Design logic_unit_pipe, sky130hd; sources not shown.
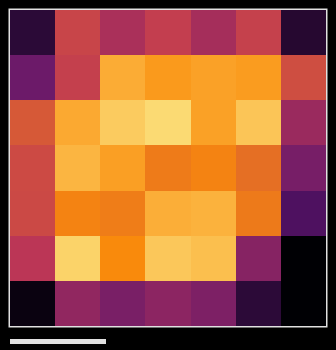
*Cell area per tile, run 1*
The bar under the picture is 20 um long. 7 x 7 tiles, from black (low) to pale yellow (high), 0 to 100% covered.
fullest tile = 92%
nearly empty tiles = 4.1%
tiles over 75% full = 33%
mean over tiles = 56%
share of the core filled by cells before placement: 50.8%
final core occ: 73.7%
core outline area: 3390 sq um

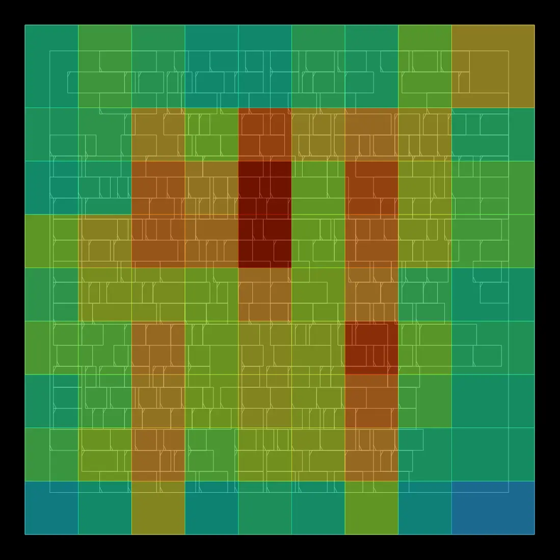
*Routing congestion, run 1*
global routing met2 resource utilization: 35.3%
mean routed wirelength per cell: 12.3 um

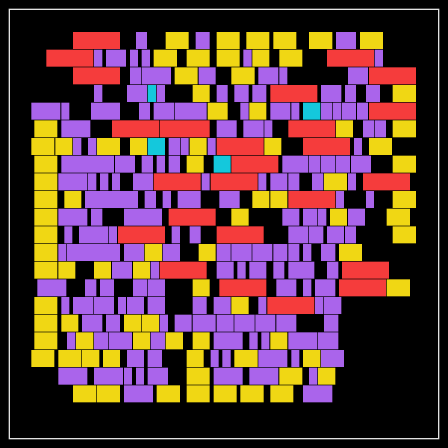
*Placed cells, one color a class, run 1*
flip-flops -> red  # cells 25
other buffers and delay cells -> yellow  # cells 82
all other logic -> purple  # cells 167
clock drivers and dummy loads -> cyan  # cells 4
sequential cell area share: 20.1%
Rows: 21
Non-Filler Cell Area, Final: 2500 sq um

==> out/writeup.txt, run 1 <==
The run gives 0.000255 W for the power consumed by the clock network. The final timing report lists clock skew as 0.00499 ns. The average instance in the mapped netlist occupies 8.45 sq um. Among logic cells in the layout, the one with the most instances is sky130_fd_sc_hd__clkdlybuf4s50_1. The number of fillers in the final layout was 266; the area fraction in full adders, half adders and majority gates was 12.3%. The OpenROAD report gives the critical path a data arrival time of 1.37 ns. The number of hold buffers added after CTS was 0. The run gives 1585 as the number of global-route vias before repair. The main area contributors are sky130_fd_sc_hd__dfxtp_1 29%, sky130_fd_sc_hd__ha_1 12%, sky130_fd_sc_hd__xnor2_1 5.6%.

The flow reports power dissipated in combinational cells as 0.000338 W. The worst-path cell with the longest stage delay is sky130_fd_sc_hd__clkdlybuf4s50_1. With the flip-flop count of the largest register, all copies and words added at 16, the worst slack at placement is -0.310 ns. The floorplan step defined a die boundary enclosing 4340 sq um. The layout summary lists the proportion of cells stronger than drive strength 1 as 16.2%.

For the worst-skew pair, the clock arrives at the later sink with an insertion delay of 0.32 ns. Along the worst hold path, the cell count comes to 2. Per report_power, the clock group accounts for 21.6% of the total.

Yosys reported a register bit count of 25. At the end of routability-driven placement, the weighted congestion stood at 0.808. Yosys reported that registers with async set or reset make up 0%. For the number of clock buffers inserted by TritonCTS, the log shows 3. The flow ran to the end, and the final reports show no timing, DRC or antenna violations. In the synthesized netlist, mux cells make up 5.16% of the area. The switching power share of the total works out to 27.5%. The synthesis report names the predominant flop master as sky130_fd_sc_hd__dfxtp_1. The synthesized netlist contains 40 unique library cells.

The layout report lists the multi-input gate area as 1100 sq um. At the end of the flow, the number of nets in the layout was 319. Static timing analysis puts the maximum clock frequency at 0.580 GHz. The count of endpoints failing setup in the final report was 0; the leakage power total was 1.05 nW.

STA classifies the critical path endpoint as a primary output. The internal power consumption was 0.000858 W; the shortest clock period the worst path allows after layout was 1.73 ns. Yosys reports that the leading cell type by area covers 29.0% of the netlist area. The design draws 0.00118 W. The timing report notes that buffer and inverter cells on the critical path total 2. The x dimension of the die came out at 65.9 um.

The run gives 1684 for the total vias in the final route. Once iteration 0 of detailed routing completed, the report listed 110 DRC markers. For this run, design rule violations remaining after detail routing come to 0. Setup repair after global routing left no endpoint under its margin. The first global-routing pass estimated 6.98 mm of wire. For the worst-case register-to-register setup slack, the log shows 0.16 ns.

For the share of power burned in combinational logic, the log shows 28.5%. The area share of and/or/nand/nor cells after synthesis was 21.1%. The total of max-cap violations is 0, and the critical-path maximum fanout is 5.
-- run 1: per-layer routing --
metal  track usage [%]  part of all wire (%)
met1              25.8                    44
met2              35.3                    50
met3              4.25                   5.0
met4              3.63                  0.88
met5                 0                     0
-- run 1: tightest hold or removal path: cells and delay by family (launching register included) --
family	cells	cell delay (ns)
flip-flops	1	0.34
AND/OR/NAND/NOR	1	0.05
AND-OR/OR-AND	1	0.05
-- run 1: final cells by class --
class | instances | area share, %
Timing Repair Buffer | 82 | 29.4
Tap cell | 46 | 2.30
Sequential cell | 25 | 20.1
Clock buffer | 4 | 1.05
Inverter | 20 | 3.00
Multi-Input combinational cell | 147 | 44.2
-- run 1: synthesized netlist by cell type (all sizes together), types with 3 or more instances --
cell type	n
inv	20
clkbuf	4
ha	17
nor3b	4
and4	3
a21oi	12
xnor2	11
o21ai	5
nand2b	3
nor2	12
nand3	6
xor2	10
buf	8
dfxtp	25
nor4	7
nand2	19
a211oi	4
o31ai	4
mux4	3
-- run 1: stage by stage --
step | hold WS [ns] | utilization, % | area, sq um | std cells | setup TNS, ns
after floorplan | 0.482 | - | 1720 | 204 | 0
final | 0.477 | 73.7 | 2500 | 324 | 0
after global placement | 0.437 | 72.5 | 2460 | 320 | -2.04
after global routing | 0.503 | 73.7 | 2500 | 324 | 0
after CTS | 0.473 | 73.5 | 2490 | 324 | 0
after detailed placement | 0.446 | 72.5 | 2460 | 320 | -2.67
-- run 1: repair_timing --
action | in CTS | in global routing
hold endpoints to repair | 0 | 0
endpoints found under the setup margin | 1 | 1
resized | 3 | 1
gates cloned | 0 | 0
--- run 2 (diff from run 1) ---
--- a/config.mk
+++ b/config.mk
@@ -10,7 +10,7 @@
 export CORE_UTILIZATION = 48
 export DETAILED_ROUTE_END_ITERATION = 16
 export PLACE_DENSITY = 0.8
-export SLEW_MARGIN = 20
+export SLEW_MARGIN = 15
 export SYNTH_ARGS = -nofsm -noshare
 export SYNTH_HDL_FRONTEND = slang
 export SYNTH_SLANG_ARGS = --single-unit
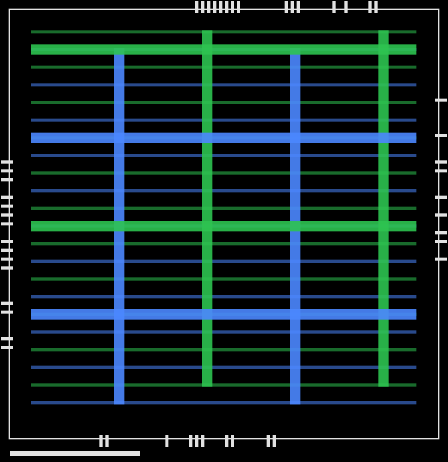
*Supply network, run 2*
The bar under the picture is 20 um long. Pins as bars on the die edge.
VSS -> blue
VDD -> green
signal pins = 49
rows = 21
maximum VDD drop: 398 uV
die y size: 65.9 um
Die X: 65.9 um

==> run 2 against run 1 <==
Maximum frequency stayed put. Hold slack did not move. Clock skew unchanged. Die area is the same. Global-route usage did not move. Largest cell class unchanged. Critical path depth is the same. Highest routed layer unchanged. Synthesized cell count unchanged. Utilization unchanged.
==> out/writeup.txt, run 2 <==
The flow ran to the end, and the final reports show no timing, DRC or antenna violations. The run gives 3 as the number of clock buffers inserted by TritonCTS. The tools report the data arrival time of the worst path as 1.37 ns. In this run the core area contains 21 standard-cell rows. Global routing finished with a remaining overflow of 0. The tool flagged a number of max-cap violations equal to 0. The script logs the mean routed wire length per placed instance as 12.3 um. The run gives 3390 sq um for the area inside the core boundary. In the routed design, unresolved DRC markers number 0. Per the detailed placement report, the placed cell area equals 2460 sq um. The highest metal layer carrying signal wires in the routed design is met4. The top cell type in the final layout, fill and taps aside, is sky130_fd_sc_hd__clkdlybuf4s50_1. The Yosys warning count was 0. The tools report the end-of-flow core utilization as 73.7%. Summing all non-filler instances in the final layout gives an area of 2500 sq um. The final-layout setup total negative slack was 0 ns. The actual transition at the worst max-transition pin was 0.392 ns; the flip-flop count of the largest register, all copies and words added was 16.

The number of diodes is 0, and the number of H-tree levels is 1. The average instance in the mapped netlist occupies 8.45 sq um. The main area contributors are sky130_fd_sc_hd__dfxtp_1 29%, sky130_fd_sc_hd__ha_1 12%, sky130_fd_sc_hd__xnor2_1 5.6%.

Based on the critical path, the design can be clocked at up to 0.580 GHz. The portion of the post-synthesis area used by sequential elements is 29.0%. The post-synthesis cell type with the largest combined area is sky130_fd_sc_hd__dfxtp_1. Post-synth the commonest register cell is sky130_fd_sc_hd__dfxtp_1.

The critical path maximum fanout is 5. At the end of the flow, the number of nets in the layout was 319. The tally of buffers added on design ports was 48. With the proportion of netlist area held by the largest area contributor at 29.0%, the initial detailed-routing violation count is 110. Walking the worst path, the cells encountered are buf_4 -> clkdlybuf4s50_1.

Per the detail_route report, vias per standard cell equal 5.20. Number of warning messages in the logs: 34. The depth of the most critical reg-to-reg path is 4, and the wire length on met1 is 1.77 mm.

The logs give 0.808 for the weighted congestion at the end of routability-driven global placement and 266 for the number of fillers in the final layout. After synthesis, the most frequently instantiated cells are 25 x sky130_fd_sc_hd__dfxtp_1, 20 x sky130_fd_sc_hd__inv_1, 19 x sky130_fd_sc_hd__nand2_1. Counting along the longest clock path gives a buffer depth of 2.

The pre-placement core utilization came out at 50.8%. The run gives 4 as the first-pass iteration count of the detailed router. In this run, distinct cell masters in the synthesized netlist total 40. The timing report gives the worst reg2reg path a setup slack of 0.16 ns. The routed design uses 201 um of met3 wire. For this design, the slowest cell found on the critical path is sky130_fd_sc_hd__clkdlybuf4s50_1.

For the number of ports placed on the die boundary, the log shows 49. STA puts the critical path data required time at 1.44 ns. For the largest net degree at the start of global routing, the log shows 20. The tools report the wire length of the first global-routing pass as 6.98 mm.

Between clock sinks in the finished design, the worst skew comes to 0.00499 ns. The worst pin sits at a relative slew slack of 73.2%. The number of cells on the worst hold path is listed as 2.

In this run, placement finished with an instance count of 320. The routed design could run at a clock period as short as 1.73 ns. Across all layers, the routed design uses 1684 vias.

The critical path is of the register to primary output type. The run gives 0% for the async set-or-reset flop fraction in the synthesized netlist. The script computed a power per unit cell area of 474 nW/um^2.

Once detail routing completed, the nets flagged for antenna violations numbered 0. The tools report the number of sinks driven by the clock tree as 25. Detailed routing placed a total of 1.98 mm of wire on met2. The total cell area reported by yosys after synthesis was 1720 sq um. Setup repair after global routing left no endpoint under its margin. Per the cell usage report, the commonest logic cells after layout are 47 x sky130_fd_sc_hd__clkdlybuf4s50_1, 34 x sky130_fd_sc_hd__buf_4, 24 x sky130_fd_sc_hd__dfxtp_1. Critical path startpoint category: a register. The die covers 4340 sq um. STA classifies the critical path endpoint as a primary output.

The timing report gives the biggest stage delay along the critical path as 0.55 ns. Endpoints with negative setup slack in the final report add up to 0. The tools report the clock latency at the later pin of the worst-skew pair as 0.32 ns.

The post-synthesis sequential element count was 25; the number of synthesized flops with an enable pin was 0. The synthesis-to-finish area growth was 45.0%; the synthesized cell area was 1720 sq um. Sorting the synthesis cell report by count puts at the top sky130_fd_sc_hd__dfxtp_1.

The synthesized netlist was found by Yosys to have 204 cells. The non-filler instance count after layout was 324. Cells with a size suffix above 1 make up 16.2% of the layout. Detailed placement ended at an HPWL of 3.27 mm. Summed over all cells, the static leakage comes to 1.05 nW.

The number of global-route vias before repair is 1585. Synthesis produced a netlist with a net count of 244.
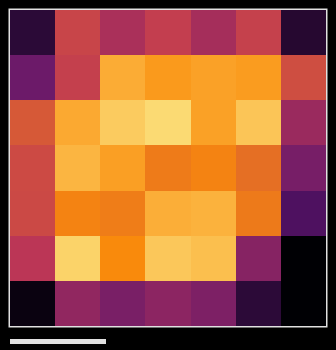
*Cell area per tile, run 2*
The bar under the picture is 20 um long. 7 x 7 tiles, from black (low) to pale yellow (high), 0 to 100% covered.
emptiest ninth of the die = south-east
fullest tile = 92%
nearly empty tiles = 4.1%
densest ninth of the die = center
mean over tiles = 56%

run 2: cell counts after synthesis:
Identical to the previous run, type by type.
run 2: what timing repair did:
action / CTS / global route
hold buffers: 0 / 0
gates resized: 3 / 1
buffers inserted: 0 / 0
setup endpoints to repair: 1 / 1
run 2: stage by stage:
step                hold slack [ns]  worst slack, ns  power (W)
floorplan                     0.482            0.191   0.000766
global placement              0.437           -0.197   0.000925
detailed placement            0.446           -0.310   0.000936
CTS                           0.473           0.0617    0.00119
global route                  0.503          0.00764    0.00125
finish                        0.477           0.0745    0.00118
run 2: per-layer routing:
layer	up-vias	track usage, %
met5	-	0
met4	0	3.63
met3	6	4.25
met2	47	35.3
met1	767	25.8
li1	864	-
run 2: critical path, delay by kind of cell, from the launching register on:
| family | cells | cell delay (ns) |
|---|---|---|
| flip-flops | 1 | 0.36 |
| buffers and inverters | 2 | 0.69 |
run 2: cells by family (layout without fill, tap and decap cells):
group,Yosys count,in the layout,share of synthesized area (%)
AND-OR/OR-AND,36,36,13.9
flip-flops,25,25,29.0
multiplexers,5,5,5.16
XOR/XNOR,21,21,10.7
buffers and inverters,32,106,7.77
adder cells (fa/ha/maj),17,17,12.3
AND/OR/NAND/NOR,68,68,21.1
run 2: cell type report:
| type | instances | area [sq um] | share of cell area, % |
|---|---|---|---|
| Sequential cell | 25 | 502 | 20.1 |
| Tap cell | 46 | 57.6 | 2.30 |
| Timing Repair Buffer | 82 | 734 | 29.4 |
| Multi-Input combinational cell | 147 | 1100 | 44.2 |
| Inverter | 20 | 75.1 | 3.00 |
| Clock buffer | 4 | 26.3 | 1.05 |
run 2: power by group:
part | internal (W) | switching, W
Combinational | 0.000197 | 0.000140
Sequential | 0.000574 | 0.0000169
Clock | 0.0000869 | 0.000168
Power figures rest on the tool's default switching activity, not on a simulated workload.
